pinout.png
Pins as bars across the die edge, other pins in gray.
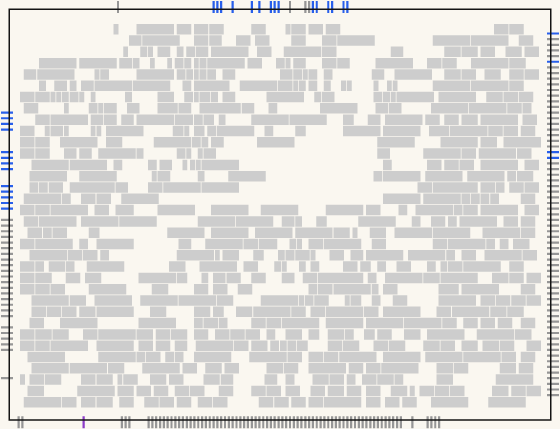
m3.png
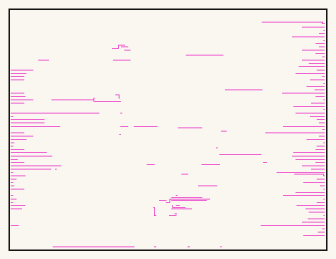
`src/rtl/fetch_sequencer_if.sv`:
```
// Fetch-side bus: instruction-memory port, decode handshake, redirect input and status.
// The master modport is the sequencer; the slave modport is the memory/decode/execute side.
interface fetch_sequencer_if;
   logic [31:0] imem_addr;
   logic        imem_en;
   logic [31:0] imem_instr;
   logic        out_valid;
   logic        out_ready;
   logic [31:0] out_instr;
   logic [31:0] out_pc;
   logic        redirect_valid;
   logic [31:0] redirect_target;
   logic        halted;
   logic [31:0] fetch_count;

   modport master (
      output imem_addr, imem_en, out_valid, out_instr, out_pc, halted, fetch_count,
      input  imem_instr, out_ready, redirect_valid, redirect_target
   );

   modport slave (
      input  imem_addr, imem_en, out_valid, out_instr, out_pc, halted, fetch_count,
      output imem_instr, out_ready, redirect_valid, redirect_target
   );
endinterface

```
`src/rtl/fetch_sequencer.sv`:
```
// PC sequencer and fetch controller: reads the combinational instruction memory and
// hands registered instructions to decode over valid/ready, with branch redirects.
//
// state  | meaning
// IDLE   | one cycle after reset; a redirect here still loads the PC
// RUN    | fetching whenever the output slot is free
// HALTED | PC left the memory range; only reset or an in-range redirect leaves
module fetch_sequencer #(
   parameter logic [31:0] RESET_PC  = 32'h0000_0000,
   parameter int          MEM_WORDS = 16
) (
   input  logic               clk,
   input  logic               reset,
   fetch_sequencer_if.master  bus
);
   typedef enum logic [1:0] {IDLE, RUN, HALTED} state_t;

   localparam logic [29:0] MEM_LIMIT = 30'(MEM_WORDS);

   state_t      state, state_nxt;
   logic [31:0] pc;
   logic [31:0] out_instr_q, out_pc_q, fetch_count_q;
   logic        out_valid_q;
   logic [31:0] target_aligned;
   logic        pc_in_range, target_in_range, fetch_ok, accept;

   assign target_aligned  = bus.redirect_target & ~32'h3;
   assign pc_in_range     = pc[31:2] < MEM_LIMIT;
   assign target_in_range = target_aligned[31:2] < MEM_LIMIT;
   assign accept          = out_valid_q && bus.out_ready;
   assign fetch_ok        = (state == RUN) && (!out_valid_q || bus.out_ready) && !bus.redirect_valid;

   always_ff @(posedge clk or posedge reset) begin
      if (reset) state <= IDLE;
      else       state <= state_nxt;
   end

   always_comb begin
      state_nxt = state;
      case (state)
         IDLE:    state_nxt = RUN;
         RUN: begin
            if (bus.redirect_valid)
               state_nxt = target_in_range ? RUN : HALTED;
            else if (fetch_ok && !pc_in_range)
               state_nxt = HALTED;
         end
         HALTED: begin
            if (bus.redirect_valid && target_in_range)
               state_nxt = RUN;
         end
         default: state_nxt = IDLE;
      endcase
   end

   always_comb begin
      bus.imem_en = fetch_ok;
      bus.halted  = (state == HALTED);
   end

   always_ff @(posedge clk or posedge reset) begin
      if (reset) begin
         pc          <= RESET_PC;
         out_valid_q <= 1'b0;
         out_instr_q <= '0;
         out_pc_q    <= '0;
      end else if (bus.redirect_valid) begin
         pc          <= target_aligned;
         out_valid_q <= 1'b0;
      end else if (fetch_ok && pc_in_range) begin
         out_instr_q <= bus.imem_instr;
         out_pc_q    <= pc;
         out_valid_q <= 1'b1;
         pc          <= pc + 32'd4;
      end else if (fetch_ok || accept) begin
         out_valid_q <= 1'b0;
      end
   end

   // A redirect edge still counts the handshake it carries; flushing hits later content.
   always_ff @(posedge clk or posedge reset) begin
      if (reset)
         fetch_count_q <= '0;
      else if (accept && fetch_count_q != 32'hFFFF_FFFF)
         fetch_count_q <= fetch_count_q + 32'd1;
   end

   assign bus.imem_addr   = pc;
   assign bus.out_valid   = out_valid_q;
   assign bus.out_instr   = out_instr_q;
   assign bus.out_pc      = out_pc_q;
   assign bus.fetch_count = fetch_count_q;
endmodule

```
`src/flat_wrapper.sv`:
```
// flat-port wrapper written by rule: the top's interface ports become plain ports
module fetch_sequencer_flat 
#(
   parameter logic [31:0] RESET_PC  = 32'h0000_0000,
   parameter int          MEM_WORDS = 16
)
  (clk, reset, bus_imem_addr, bus_imem_en, bus_out_valid, bus_out_instr, bus_out_pc, bus_halted, bus_fetch_count, bus_imem_instr, bus_out_ready, bus_redirect_valid, bus_redirect_target);
  fetch_sequencer_if bus_i ();
  input  logic clk;
  input  logic reset;
  output wire logic [$bits(bus_i.imem_addr)-1:0] bus_imem_addr;
  output wire logic [$bits(bus_i.imem_en)-1:0] bus_imem_en;
  output wire logic [$bits(bus_i.out_valid)-1:0] bus_out_valid;
  output wire logic [$bits(bus_i.out_instr)-1:0] bus_out_instr;
  output wire logic [$bits(bus_i.out_pc)-1:0] bus_out_pc;
  output wire logic [$bits(bus_i.halted)-1:0] bus_halted;
  output wire logic [$bits(bus_i.fetch_count)-1:0] bus_fetch_count;
  input wire logic [$bits(bus_i.imem_instr)-1:0] bus_imem_instr;
  input wire logic [$bits(bus_i.out_ready)-1:0] bus_out_ready;
  input wire logic [$bits(bus_i.redirect_valid)-1:0] bus_redirect_valid;
  input wire logic [$bits(bus_i.redirect_target)-1:0] bus_redirect_target;
  assign bus_imem_addr = bus_i.imem_addr;
  assign bus_imem_en = bus_i.imem_en;
  assign bus_out_valid = bus_i.out_valid;
  assign bus_out_instr = bus_i.out_instr;
  assign bus_out_pc = bus_i.out_pc;
  assign bus_halted = bus_i.halted;
  assign bus_fetch_count = bus_i.fetch_count;
  assign bus_i.imem_instr = bus_imem_instr;
  assign bus_i.out_ready = bus_out_ready;
  assign bus_i.redirect_valid = bus_redirect_valid;
  assign bus_i.redirect_target = bus_redirect_target;
  fetch_sequencer #(.RESET_PC(RESET_PC), .MEM_WORDS(MEM_WORDS)) u_core (.clk(clk), .reset(reset), .bus(bus_i));
endmodule
```
`config.mk`:
```
export PLATFORM = sky130hd
export DESIGN_NAME = fetch_sequencer_flat
export DESIGN_NICKNAME = d
export VERILOG_FILES = /design/src/rtl/fetch_sequencer_if.sv /design/src/rtl/fetch_sequencer.sv /design/src/flat_wrapper.sv
export SDC_FILE = /design/constraint.sdc
export NUM_CORES = 1
export LEC_CHECK = 0
export CAP_MARGIN = 20
export CORE_ASPECT_RATIO = 0.75
export CORE_MARGIN = 2
export CORE_UTILIZATION = 44
export DETAILED_ROUTE_END_ITERATION = 7
export HOLD_SLACK_MARGIN = 0.1
export PLACE_DENSITY = 0.8
export SLEW_MARGIN = 10
export SYNTH_ARGS = -nofsm -noshare
export SYNTH_HDL_FRONTEND = slang
export SYNTH_SLANG_ARGS = --single-unit
```
`constraint.sdc`:
```
create_clock -name clk -period 4.9 [get_ports clk]
set_clock_uncertainty 0.1 [all_clocks]
set_input_delay 0.49 -clock clk [delete_from_list [all_inputs] [get_ports clk]]
set_output_delay 0.49 -clock clk [all_outputs]
set_load 0.03 [all_outputs]
```
==> notes.md <==
fresh numbers from the pnr run: CP Max Fanout=around 43, r2r setup slk=between 2000 and 2500 ps, adder share=0.669%, Non-CTS inverters=10, Pre-antenna DRT Iters=6, total setup buffers inserted after CTS=0, Cell area leaders=dfrtp_1, mux2_2, nor2b_1, first-pass GRT wire length=approximately 21 mm, xor+xnor area frac=about 5.2%, Tot GR Track Use=20.8%, grt ovf=0, Seq group=approximately 0.0011 W, Buffers, non-clock=196, FF/Latch Area=between 0.003 and 0.004 mm², EDFF count, synth=0, Critical Path End Type=flip-flop, Dominant flop cell=dfrtp_1, combinational gate area=0.00194 mm², YS warnings=0, Clock Power Share=between 40% and 50%, P per Cell Area=roughly 340 mW/mm², Hold Slack=about 400 ps, crit path kind=primary input to flip-flop, internal power of the cells=just over 0.002 W, CTS tree=done, startpoint of the worst hold path=u_core.bus.fetch_count[29], dominant logic cell type in the layout=clkdlybuf4s50_1, Seq share, synth=between 60% and 70%, area leader, netlist=dfrtp_1, crit-path leading delay family=simple AND/OR/NAND/NOR gates, Inst Count DP=~750, yosys aoi share=between 3 and 4%, Post-synth top cells=dfrtp_1, mux2_2, nor2b_1, nand2_1, xor2_1, Setup TNS Final=0 ps, Post-synth regs=about 130, DRC Markers=0, chip area=about 0.013 mm², post-route total power=0.00269 W, worst-margin pin slew=679 ps, CP max-delay cell=and3_2, ANT cells=0, RSZ-0062 raised after global routing=false, combinational share of cell area=between 20 and 25%, non-filler instance count after layout=between 700 and 800, share of cells above drive strength 1=about 17%, clock-pin slew on the worst setup and hold paths=60 ps, dominant kind of combinational cell=simple AND/OR/NAND/NOR gates, flop count=around 130, Max Freq=around 0.35 GHz, CLK BUF=20, cts repair resizes=0, Critical R2R Launch=u_core.bus.imem_addr[29], vias in the first global route=roughly 4000, sw frac=a little under a quarter, stage-log warning count=28, comb_multi_in=approximately 250, asr flop ratio synth=100%, Worst EP required=between 5000 and 6000 ps, number of cells in Yosys stat=402, and+or+nand+nor area frac=between 10 and 15%, post-detail-place hpwl=about 9.4 mm, run status=completed
## Picture notes: pinout.png
blue -> bus_fetch_count  # pins 32, direction output, edge 15 top, 13 left, 4 right
purple -> clk  # pins 1, direction input, edge bottom
Die H: 98.5 µm
Die X: 130 µm
Buffers on Ports: 192

## Picture notes: m3.png
main direction = horizontal
wire length on this layer = 985 µm
total wire length: 13.0 mm
Via Count: 3893

## logic make-up (layout without fill, tap and decap cells)
logic type / after synthesis / in the layout
DFF: 127 / 127
and+or+nand+nor: 132 / 132
other: 1 / 4
adders and majority gates: 3 / 3
buffers and inverters: 27 / 238
muxes: 62 / 62
xor gates and xnor gates: 31 / 31
AOI/OAI and AO/OA: 19 / 19
## registers in the layout (all words and copies together) (netlist names)
signal and cells:
u_core.bus.fetch_count 32, u_core.bus.imem_addr 30, u_core.bus.out_instr 32, u_core.bus.out_pc 30, u_core.bus.out_valid 1, u_core.state 2
## per-layer routing
metal | part of all wire (%) | global-route usage (%)
met4 | 1.7 | 7.20
met5 | 0 | 0
met2 | 46 | 33.2
met1 | 44 | 27.3
met3 | 7.6 | 5.97
Power is estimated from default activity; no workload was simulated.
